Clock wires, drivers and flops:
Bar = 20 µm.
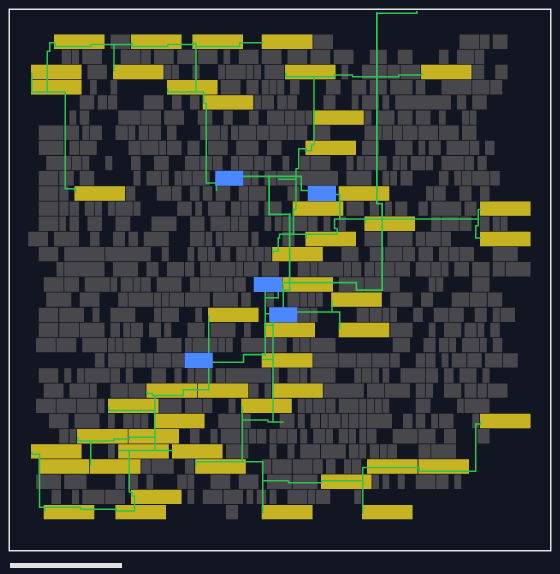
I/O nets highlighted:
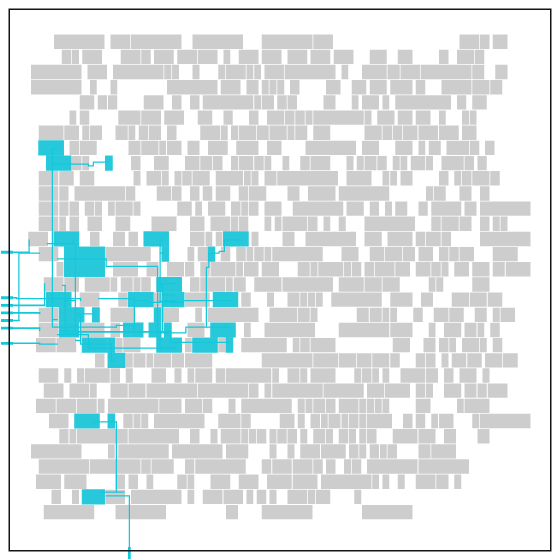
Routed metal, one color a layer:
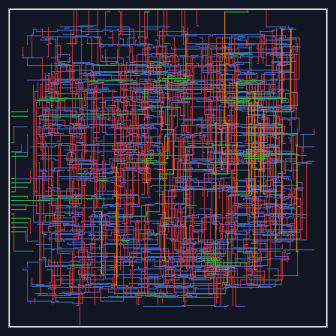
Gate families picked out:
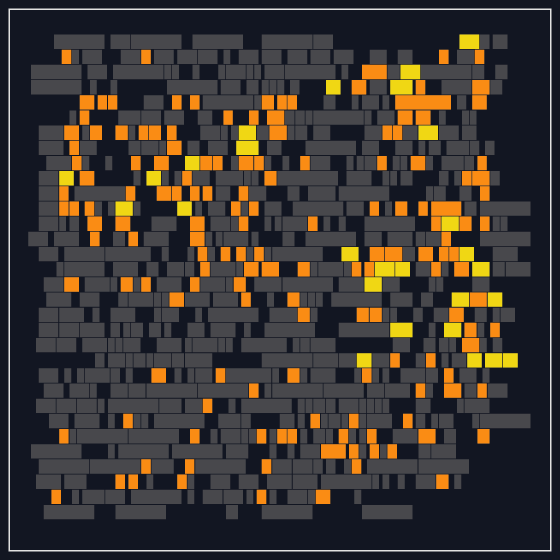
### src/rtl/ula_seq.sv
// Registered ALU. AND/OR/ADD/SUB/XOR/SLT/NOP finish in one cycle. MUL is a
// signed shift-add over magnitudes that takes N_BITS cycles and reports through start/busy/done.
module ula_seq #(
  parameter int N_BITS = 8
) (
  input  logic              clk,
  input  logic              rst_n,
  input  logic              start,
  input  logic [2:0]        op,
  input  logic [N_BITS-1:0] a,
  input  logic [N_BITS-1:0] b,
  output logic              busy,
  output logic              done,
  output logic [N_BITS-1:0] result,
  output logic              flag_ovf,
  output logic              flag_carry,
  output logic              flag_zero,
  output logic              flag_neg,
  output logic              dbg_state
);
  localparam int W2 = 2 * N_BITS;
  localparam int CW = $clog2(N_BITS);
  localparam logic [CW-1:0] LAST = CW'(N_BITS - 1);
  localparam logic [2:0] OP_AND = 3'b000, OP_OR = 3'b001, OP_ADD = 3'b010,
                         OP_SUB = 3'b011, OP_XOR = 3'b100, OP_SLT = 3'b101,
                         OP_MUL = 3'b110;

  typedef enum logic {S_IDLE = 1'b0, S_MUL_RUN = 1'b1} state_t;

  // Handshake: a request is taken on the rising edge where start=1 and busy=0.
  // done pulses for one cycle when result and the flags change.
  // A start seen while busy=1 is dropped.
  state_t              r_state;
  logic                r_busy, r_done, r_ovf, r_carry, r_zero, r_neg, r_sign;
  logic [N_BITS-1:0]   r_result, r_ma, r_mb;
  logic [W2-1:0]       r_acc;
  logic [CW-1:0]       r_cnt;

  logic [N_BITS:0]     w_sum, w_diff;
  logic [N_BITS-1:0]   w_res, w_abs_a, w_abs_b;
  logic                w_ovf, w_carry, w_mul_ovf;
  logic [W2-1:0]       w_step, w_acc_next, w_prod;

  always_comb begin
    w_sum   = {1'b0, a} + {1'b0, b};
    w_diff  = {1'b0, a} + {1'b0, ~b} + (N_BITS+1)'(1);
    w_abs_a = a[N_BITS-1] ? (~a + N_BITS'(1)) : a;
    w_abs_b = b[N_BITS-1] ? (~b + N_BITS'(1)) : b;
    w_res   = '0;
    w_ovf   = 1'b0;
    w_carry = 1'b0;
    case (op)
      OP_AND: w_res = a & b;
      OP_OR:  w_res = a | b;
      OP_ADD: begin
        w_res   = w_sum[N_BITS-1:0];
        w_carry = w_sum[N_BITS];
        w_ovf   = (a[N_BITS-1] == b[N_BITS-1]) && (w_res[N_BITS-1] != a[N_BITS-1]);
      end
      OP_SUB: begin
        w_res   = w_diff[N_BITS-1:0];
        w_carry = w_diff[N_BITS];
        w_ovf   = (a[N_BITS-1] != b[N_BITS-1]) && (w_res[N_BITS-1] != a[N_BITS-1]);
      end
      OP_XOR: w_res = a ^ b;
      OP_SLT: w_res = {{(N_BITS-1){1'b0}}, ($signed(a) < $signed(b))};
      default: w_res = '0;
    endcase

    // The last shift-add step feeds the sign fix-up directly, so the final edge also registers the result.
    w_step     = r_mb[r_cnt] ? (W2'(r_ma) << r_cnt) : '0;
    w_acc_next = r_acc + w_step;
    w_prod     = r_sign ? (~w_acc_next + W2'(1)) : w_acc_next;
    w_mul_ovf  = !((&w_prod[W2-1:N_BITS-1]) || !(|w_prod[W2-1:N_BITS-1]));
  end

  always_ff @(posedge clk or negedge rst_n) begin
    if (!rst_n) begin
      r_state  <= S_IDLE;
      r_busy   <= 1'b0;
      r_done   <= 1'b0;
      r_result <= '0;
      r_ovf    <= 1'b0;
      r_carry  <= 1'b0;
      r_zero   <= 1'b0;
      r_neg    <= 1'b0;
      r_sign   <= 1'b0;
      r_ma     <= '0;
      r_mb     <= '0;
      r_acc    <= '0;
      r_cnt    <= '0;
    end else begin
      r_done <= 1'b0;
      case (r_state)
        S_IDLE: begin
          if (start) begin
            if (op == OP_MUL) begin
              r_ma    <= w_abs_a;
              r_mb    <= w_abs_b;
              r_sign  <= a[N_BITS-1] ^ b[N_BITS-1];
              r_acc   <= '0;
              r_cnt   <= '0;
              r_busy  <= 1'b1;
              r_state <= S_MUL_RUN;
            end else begin
              r_result <= w_res;
              r_ovf    <= w_ovf;
              r_carry  <= w_carry;
              r_zero   <= (w_res == '0);
              r_neg    <= w_res[N_BITS-1];
              r_done   <= 1'b1;
            end
          end
        end
        S_MUL_RUN: begin
          if (r_cnt == LAST) begin
            r_result <= w_prod[N_BITS-1:0];
            r_ovf    <= w_mul_ovf;
            r_carry  <= 1'b0;
            r_zero   <= (w_prod[N_BITS-1:0] == '0);
            r_neg    <= w_prod[N_BITS-1];
            r_done   <= 1'b1;
            r_busy   <= 1'b0;
            r_state  <= S_IDLE;
          end else begin
            r_acc <= w_acc_next;
            r_cnt <= r_cnt + 1'b1;
          end
        end
        default: r_state <= S_IDLE;
      endcase
    end
  end

  assign busy       = r_busy;
  assign done       = r_done;
  assign result     = r_result;
  assign flag_ovf   = r_ovf;
  assign flag_carry = r_carry;
  assign flag_zero  = r_zero;
  assign flag_neg   = r_neg;
  assign dbg_state  = r_state;
endmodule

### config.mk
export PLATFORM = sky130hd
export DESIGN_NAME = ula_seq
export DESIGN_NICKNAME = d
export VERILOG_FILES = /design/src/rtl/ula_seq.sv
export SDC_FILE = /design/constraint.sdc
export NUM_CORES = 1
export LEC_CHECK = 0
export CAP_MARGIN = 30
export CORE_MARGIN = 3
export CORE_UTILIZATION = 60
export CTS_BUF_LIST = sky130_fd_sc_hd__clkbuf_4 sky130_fd_sc_hd__clkbuf_8
export DETAILED_ROUTE_END_ITERATION = 16
export PLACE_DENSITY = 0.83
export SLEW_MARGIN = 10
export SYNTH_ARGS = -nofsm -noshare
export SYNTH_HDL_FRONTEND = slang
export SYNTH_SLANG_ARGS = --single-unit
### constraint.sdc
create_clock -name clk -period 7.2 [get_ports clk]
set_input_delay 0.72 -clock clk [delete_from_list [all_inputs] [get_ports clk]]
set_output_delay 0.72 -clock clk [all_outputs]
set_load 0.005 [all_outputs]
==> impl_metrics.csv <==
group,metric,value,unit
status,outcome,"completed",
finish,finalNetCount,704,
finish,syn_to_layout_area_delta,9.91,%
die,core,0.00785,mm²
setup_path,worst_setup_path_start_kind,"register",
setup_path,critical-path-max-stage-delay,0.80,ns
global_routing,number_of_antenna_violations_at_the_first_check_in_global_routing,0,
die,die-height,96.8,µm
synth,ys_types,72,
setup_path,critical_path.startpoint,"r_cnt[0]$_DFFE_PN0P_",
place,detailedPlacementHpwl,10600,µm
timing,fin_hold_ws,0.501,ns
setup_path,ff2ff_setup_slack,2.00,ns
finish,largest_register,"r_acc",
pwr,p_sw_frac,0.539,
pwr,power.sequential.fraction,0.193,
setup_path,worstSetupEndpoint,"flag_ovf$_DFFE_PN0P_",
pwr,power_per_cell_area,514,mW/mm²
cts,cts.clk_slew.worst_paths,0.10,ns
cts,cts_buffers,5,
timing,skew,0.0106,ns
timing,timing.final.crit_share,0.722,
global_routing,gr-total-overflow,0,
setup_path,kind_of_cell_with_the_highest_combined_delay_on_the_critical_path,"AND-OR/OR-AND gates",
finish,dominant_cells,"multi-input combinational cells",
detailed_routing,met3RoutedLength,801,µm
global_routing,grt_util_met2,0.501,
finish,sh_seq_area,0.230,
timing,maxSlewHeadroom,0.359,
finish,finalInstanceArea,0.00544,mm²
synth,synth.logic.top_family,"AND-OR/OR-AND gates",
synth,ys_sh_aoi,0.237,
finish,highest_count_cells_in_the_layout_ignoring_fill_and_taps,"nor2_1, nand2_1, a21oi_1",
cts,cts_resized,0,
finish,clkCellAreaFrac,0.0209,
global_routing,grt_max_degree,51,
pwr,p_int,0.00129,W
pwr,pwr.group.sequential,0.000541,W
pwr,maxPowerGroup,"combinational logic",
setup_path,crit_path_max_fanout,15,
cts,cts_hold_repair.buffers,0,
die,fp-utilization,0.630,
synth,top_cells_by_area,"dfrtp_1, ha_1, a21oi_1",
place,place.detailed.instances,730,
finish,flop_area,0.00125,mm²
synth,postSynth.asyncResetShare,1.00,
synth,net_count_after_synthesis,688,
finish,flip_flop_count_of_the_largest_register_after_layout,16,
global_routing,grt_use_met3,0.0281,
synth,synth_largest_type_area_fraction,0.253,
synth,synth-edff-count,0,
global_routing,grtUsageMet1,0.376,
synth,yosys_cells,619,
synth,synth.yosys.seq_area_share,0.253,
finish,nFillCells,673,
detailed_routing,drt_pass1_iterations,5,
synth,syn-mean-instance-area,7.99,µm²
synth,most_common_cell,"nor2_1",
synth,synth_area,0.00495,mm²
setup_path,path_depth,15,
setup_path,critical_path_required,7.39,ns
timing,clock.fmax,192,MHz
synth,cells_after_synth,619,
finish,multi_input_comb_cells,505,
cts,master_cell_of_the_clock_root_buffer,"clkbuf_8",
job,max_cap_violations,0,
die,design.die.area,0.00937,mm²
setup_path,category_of_the_most_critical_setup_path,"reg2reg",
timing,final.setup.worst_slack,2.00,ns
global_routing,first_global_vias,4694,
cts,cts_buffer_depth,2,
setup_path,timing.critical_path.buf_inv,0,
setup_path,crit-reg2reg-capture,"flag_ovf$_DFFE_PN0P_",
hold_path,timing.hold.worst_path_depth,1,
timing,timing.final.max_slew_violations,0,
synth,ys_dominant_reg_cell,"dfrtp_1",
finish,non_clock_buffer_share,0.0681,
timing,rsz_0062_raised_after_global_routing,"false",
finish,n_clock_buffer,6,
hold_path,timing.hold.worst.class,"reg2reg",
setup_path,cp_data_arrival_time,5.38,ns
timing,finalHoldViolCount,0,
synth,postSynthRegisterBits,50,
global_routing,global_route_wire_length_before_repair,23100,µm
cts,tritoncts,"yes",
setup_path,crit_slowest_cell,"a211oi_1",
place,worst_slack_after_detailed_placement,2.11,ns
finish,non_clock_buffer_count,38,
setup_path,worst_r2r_startpoint,"r_cnt[0]$_DFFE_PN0P_",
detailed_routing,final_antenna_net_count,0,
finish,leading_registers_by_flop_count,"r_acc: 16 flops, r_ma: 8 flops, r_mb: 8 flops",
pwr,power_leakage,2.41,nW
synth,yosys-stat-area,0.00495,mm²
setup_path,cp_cell_sequence,"mux4_2 > nand2_1 > nor3_1 > ha_1 > fa_1 > a21o_1 > a21oi_1 > nor4b_1 > a211oi_1 > nand2_1 > or4_4 > nor4b_2 > a21oi_1 > a2111oi_4 > o31ai_2",
die,nWellTaps,102,
hold_path,worst_hold_startpoint,"busy$_DFFE_PN0P_",
detailed_routing,detail_route.iter0.violations,310,
pwr,switching_power,0.00151,W
detailed_routing,routed_via_density,6.48,
finish,n_sequential_cell,50,
pwr,worst_ir_drop_vdd,0.000212,V
timing,timing.setup.tns,0,ns
About 'clock wires, drivers and flops':
legend:
  green:
    item: clock wires
    length: 666 µm
  blue:
    item: clock drivers
    count: 5
  yellow:
    item: flip-flops
    count: 50
routed clock nets: 6
clock latency of the later-clocked register in the worst-skew pair: 0.31 ns
clock network power: 0.000207 W

About 'I/O nets highlighted':
legend:
  cyan:
    port: `a`
    bits: 8
    direction: input
    edge: 7 left, 1 bottom
    end_cells: 34
    buffers: 8
    wire: 400 µm
ports placed on the boundary: 37
number of buffers added on ports: 36

About 'routed metal, one color a layer':
legend:
  red:
    layer: metal 2
    wire_length: 6500 µm
  green:
    layer: metal 3
    wire_length: 802 µm
  orange:
    layer: metal 4
    wire_length: 661 µm
  blue:
    layer: metal 1
    wire_length: 5680 µm
Overall Global Routing Usage: 0.295
routed wire length: 13600 µm
Avg WL per Cell: 18.5 µm

About 'gate families picked out':
legend:
  orange:
    family: aoi and oai cells
    cells: 153
    where: widely spread
  yellow:
    family: non-inverting ao/oa cells
    cells: 27
dominant logic cell type in the layout: nor2_1
combinational share of cell area: 0.633
filler-free cell count of the finished design: 738

No activity file was given, so power comes from the tool's default toggle rates.
